`src/rtl/dram_requester.sv`:
```
// Single-word read/write requester driving DRAM strobes with fixed read latency
// and write pulse width; read data is returned over a valid/ready channel.
module dram_requester #(
  parameter int unsigned ADDR_W = 16,
  parameter int unsigned DATA_W = 16,
  parameter int unsigned RD_LAT = 2,
  parameter int unsigned WR_CYC = 1
) (
  input  logic              Clk,
  input  logic              Rst,
  input  logic              req_valid,
  output logic              req_ready,
  input  logic              req_wr,
  input  logic [ADDR_W-1:0] req_addr,
  input  logic [DATA_W-1:0] req_wdata,
  output logic              rsp_valid,
  input  logic              rsp_ready,
  output logic [DATA_W-1:0] rsp_data,
  output logic              wr_done,
  output logic              busy,
  output logic              RD,
  output logic              WR,
  output logic [ADDR_W-1:0] Addr,
  output logic [DATA_W-1:0] DataIn,
  input  logic [DATA_W-1:0] DataOut
);

  localparam int unsigned CntMax = (RD_LAT > WR_CYC) ? RD_LAT : WR_CYC;
  localparam int unsigned CntW   = $clog2(CntMax) + 1;
  localparam logic [CntW-1:0] RdLoad = CntW'(RD_LAT);
  localparam logic [CntW-1:0] WrLoad = CntW'(WR_CYC);
  localparam logic [CntW-1:0] CntOne = CntW'(1);
  localparam logic [CntW-1:0] CntTwo = CntW'(2);

  typedef enum logic [1:0] {StIdle, StWrite, StRead, StResp} state_e;

  state_e          state;
  logic [CntW-1:0] cnt;

  assign req_ready = (state == StIdle);
  assign busy      = (state != StIdle);

  always_ff @(posedge Clk) begin
    if (Rst) begin
      state     <= StIdle;
      cnt       <= '0;
      RD        <= 1'b0;
      WR        <= 1'b0;
      wr_done   <= 1'b0;
      rsp_valid <= 1'b0;
      rsp_data  <= '0;
      Addr      <= '0;
      DataIn    <= '0;
    end else begin
      unique case (state)
        StIdle: begin
          if (req_valid) begin
            Addr <= req_addr;
            if (req_wr) begin
              DataIn  <= req_wdata;
              WR      <= 1'b1;
              wr_done <= (WR_CYC == 1);
              cnt     <= WrLoad;
              state   <= StWrite;
            end else begin
              RD    <= 1'b1;
              cnt   <= RdLoad;
              state <= StRead;
            end
          end
        end
        StWrite: begin
          if (cnt == CntOne) begin
            WR      <= 1'b0;
            wr_done <= 1'b0;
            state   <= StIdle;
          end else begin
            // wr_done must coincide with the final WR cycle
            wr_done <= (cnt == CntTwo);
            cnt     <= cnt - CntOne;
          end
        end
        StRead: begin
          if (cnt == CntOne) begin
            RD        <= 1'b0;
            rsp_data  <= DataOut;
            rsp_valid <= 1'b1;
            state     <= StResp;
          end else begin
            cnt <= cnt - CntOne;
          end
        end
        StResp: begin
          if (rsp_ready) begin
            rsp_valid <= 1'b0;
            state     <= StIdle;
          end
        end
        default: state <= StIdle;
      endcase
    end
  end

endmodule

```
`config.mk`:
```
export PLATFORM = sky130hd
export DESIGN_NAME = dram_requester
export DESIGN_NICKNAME = d
export VERILOG_FILES = /design/src/rtl/dram_requester.sv
export SDC_FILE = /design/constraint.sdc
export NUM_CORES = 1
export LEC_CHECK = 0
export CORE_ASPECT_RATIO = 0.6
export CORE_MARGIN = 5
export CORE_UTILIZATION = 44
export DETAILED_ROUTE_END_ITERATION = 16
export MAX_ROUTING_LAYER = met4
export PLACE_DENSITY = 0.95
export SYNTH_ARGS = -nofsm -noshare
export SYNTH_HDL_FRONTEND = slang
export SYNTH_SLANG_ARGS = --single-unit
```
`constraint.sdc`:
```
create_clock -name Clk -period 3.5 [get_ports Clk]
set_input_delay 0.35 -clock Clk [delete_from_list [all_inputs] [get_ports Clk]]
set_output_delay 0.35 -clock Clk [all_outputs]
set_load 0.005 [all_outputs]
```
==> flow_summary.json, run 1 <==
{
  "fin_crit_ns": 2.12,
  "dp.cells": 440,
  "io_pins": 107,
  "ys_cells": 284,
  "synth_area_um2": 2280,
  "pwr-share-seq": 0.411,
  "cts_sinks": 56,
  "critical_path.slowest_cell": "clkdlybuf4s50_1",
  "drc": 0,
  "netlist_logic_family_top": "simple AND/OR/NAND/NOR gates",
  "pg_clk_w": 0.000354,
  "drive_gt1_frac": 0.0340,
  "powerDensity_nw_per_um2": 574,
  "slew_viol_final": 0,
  "final_cell_mix": "clkdlybuf4s50_1, nand2_1, dfxtp_1, a21oi_1",
  "routed-wl-met2_um": 2810,
  "edf_count": 0,
  "clock_area_frac": 0.0273,
  "finalSetupViolCount": 0,
  "synth.distinct_cells": 33,
  "final_common_cell": "clkdlybuf4s50_1",
  "ys_area_um2": 2280,
  "final-comb-area_um2": 1060,
  "syn_to_final_growth_pct": 50.7,
  "comb_cells": 203,
  "yosysSeqAreaShare": 0.491,
  "grt-ovfl-total": 0,
  "die_h_um": 65.8,
  "status": "finished, final reports clean",
  "regArea_um2": 1120,
  "clockPowerShare": 0.179,
  "period_used_share": 0.606,
  "synth_adder_area_share": 0.0493,
  "route.met3.wl_um": 779,
  "power_w": 0.00197,
  "fp_nets": 346,
  "path_common_cell": "inv_1",
  "crit_path_start": "state[0]$_SDFFE_PP0P_",
  "post_cts_resized": 0,
  "largest_cell_class": "flip-flops and latches",
  "top_area_cell": "dfxtp_1"
}
### Signal wires by layer, run 1

Scale bar: 20 um. Only two layers are drawn.
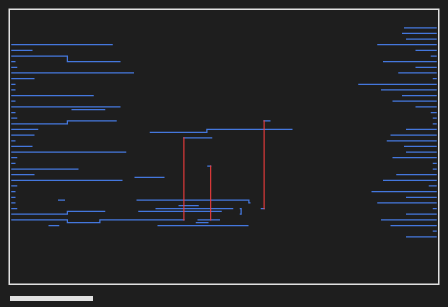
legend:
  red:
    layer: metal 4
    wire_length: 53.7 um
  blue:
    layer: metal 3
    wire_length: 779 um
All-Layer GR Usage: 0.193
DR WL/cell: 14.5 um
routed wire length: 6480 um
DR vias: 2218

### Cell classes on the final placement, run 1

Scale bar: 20 um.
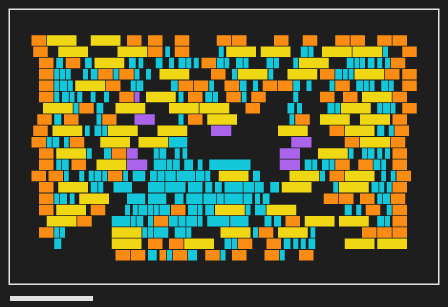
legend:
  purple:
    class: clock drivers and dummy loads
    cells: 8
  yellow:
    class: flops
    cells: 56
  orange:
    class: other buffers and delay cells
    cells: 106
  cyan:
    class: combinational and other logic
    cells: 212

### Congestion heat map, run 1

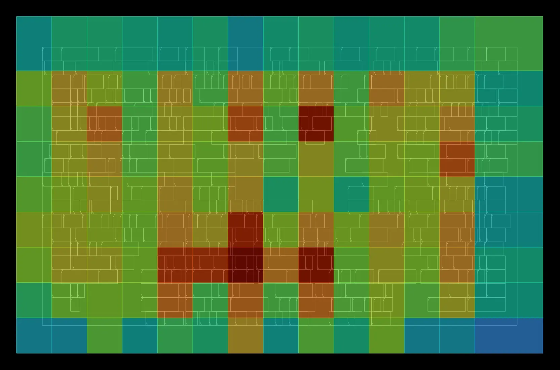
met3 Resource Use GR: 0.0801
grt peak-use layer: met2
Finished Core Util: 0.681
met1 Usage GRT: 0.234

==> run 2: changes to the inputs <==
- CORE_UTILIZATION: 44 -> 41
- PLACE_DENSITY: 0.95 -> 0.91
- clock period: 3.5 -> 2.07 ns (I/O delays scaled with it)
### Signal wires by layer, run 2

Scale bar: 20 um. Only two layers are drawn.
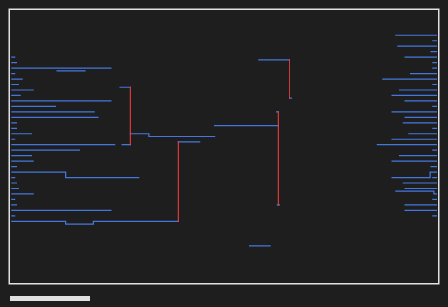
legend:
  blue:
    layer: metal 3
    wire_length: 577 um
  red:
    layer: metal 4
    wire_length: 66.6 um

### Register map, names as in the netlist, run 2

Scale bar: 20 um. Other sequential cells in the stronger grey, the rest of the logic in the fainter grey.
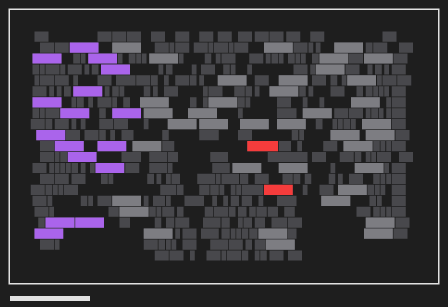
legend:
  purple:
    netlist_name: Addr
    flops: 16
  red:
    netlist_name: state
    flops: 2
not coloured: 38
Finished Core Util: 0.636
P_seq: 0.00136 W
FF/Latch Area: 1120 um^2
fraction of area in registers: 0.322

==> run 2 against run 1 <==
Sequential share of layout area down 0.41 points. Non-clock buffer count up 6. Via count up 0.41%. Clock power up 68%. Combinational power up 72%. Power up 70%. Register-to-register slack worse by 1.3 ns. Core utilization down 4.6 points. Area after synthesis unchanged. Die size up 6.4%. Final cell count up 2.0%. Sequential cell count unchanged.
==> flow_summary.json, run 2 <==
{
  "status": "finished, final reports clean",
  "fin_crit_ns": 1.92,
  "drc": 0,
  "powerDensity_nw_per_um2": 960,
  "synth.distinct_cells": 33,
  "post_cts_resized": 0,
  "route.met3.wl_um": 576,
  "comb_cells": 203,
  "grt-ovfl-total": 0,
  "ys_area_um2": 2280,
  "final_cell_mix": "clkdlybuf4s50_1, nand2_1, dfxtp_1, a21oi_1",
  "final_common_cell": "clkdlybuf4s50_1",
  "clockPowerShare": 0.178,
  "power.switching_w": 0.00111,
  "crit_path_start": "state[1]$_SDFFE_PP0P_",
  "final-comb-area_um2": 1060,
  "slew_viol_final": 0,
  "worstSetupEndpointType": "output pin",
  "top_area_cell": "dfxtp_1",
  "io_pins": 107,
  "combPwrFrac": 0.415,
  "cts_sinks": 56,
  "pwr-share-seq": 0.407,
  "drive_gt1_frac": 0.0541,
  "power_leakage_nw": 1.30,
  "dp.cells": 449,
  "clock_area_frac": 0.0262,
  "path_common_cell": "inv_1",
  "synth_area_um2": 2280,
  "dpl_cell_area_um2": 3400,
  "fp_nets": 346,
  "grt-busiest-layer": "met2",
  "finalSetupViolCount": 0,
  "critical_path.slowest_cell": "clkdlybuf4s50_1",
  "netlist_logic_family_top": "simple AND/OR/NAND/NOR gates",
  "grt_pass1_vias": 2124,
  "vias": 2227,
  "period_used_share": 0.927,
  "ys_cells": 284,
  "edf_count": 0,
  "tns_ns": 0,
  "power_w": 0.00335,
  "routed-wl-met2_um": 2790,
  "flops": 56
}
### Congestion heat map, run 2

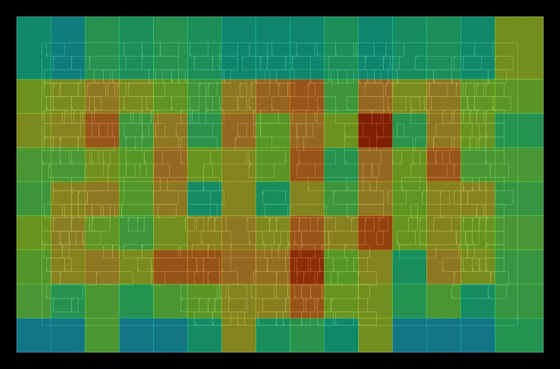
met3 Resource Use GR: 0.0688
DR WL/cell: 13.7 um
grt met2 use: 0.288
met1 Usage GRT: 0.220
All-Layer GR Usage: 0.183

No activity file was given, so power comes from the tool's default toggle rates.
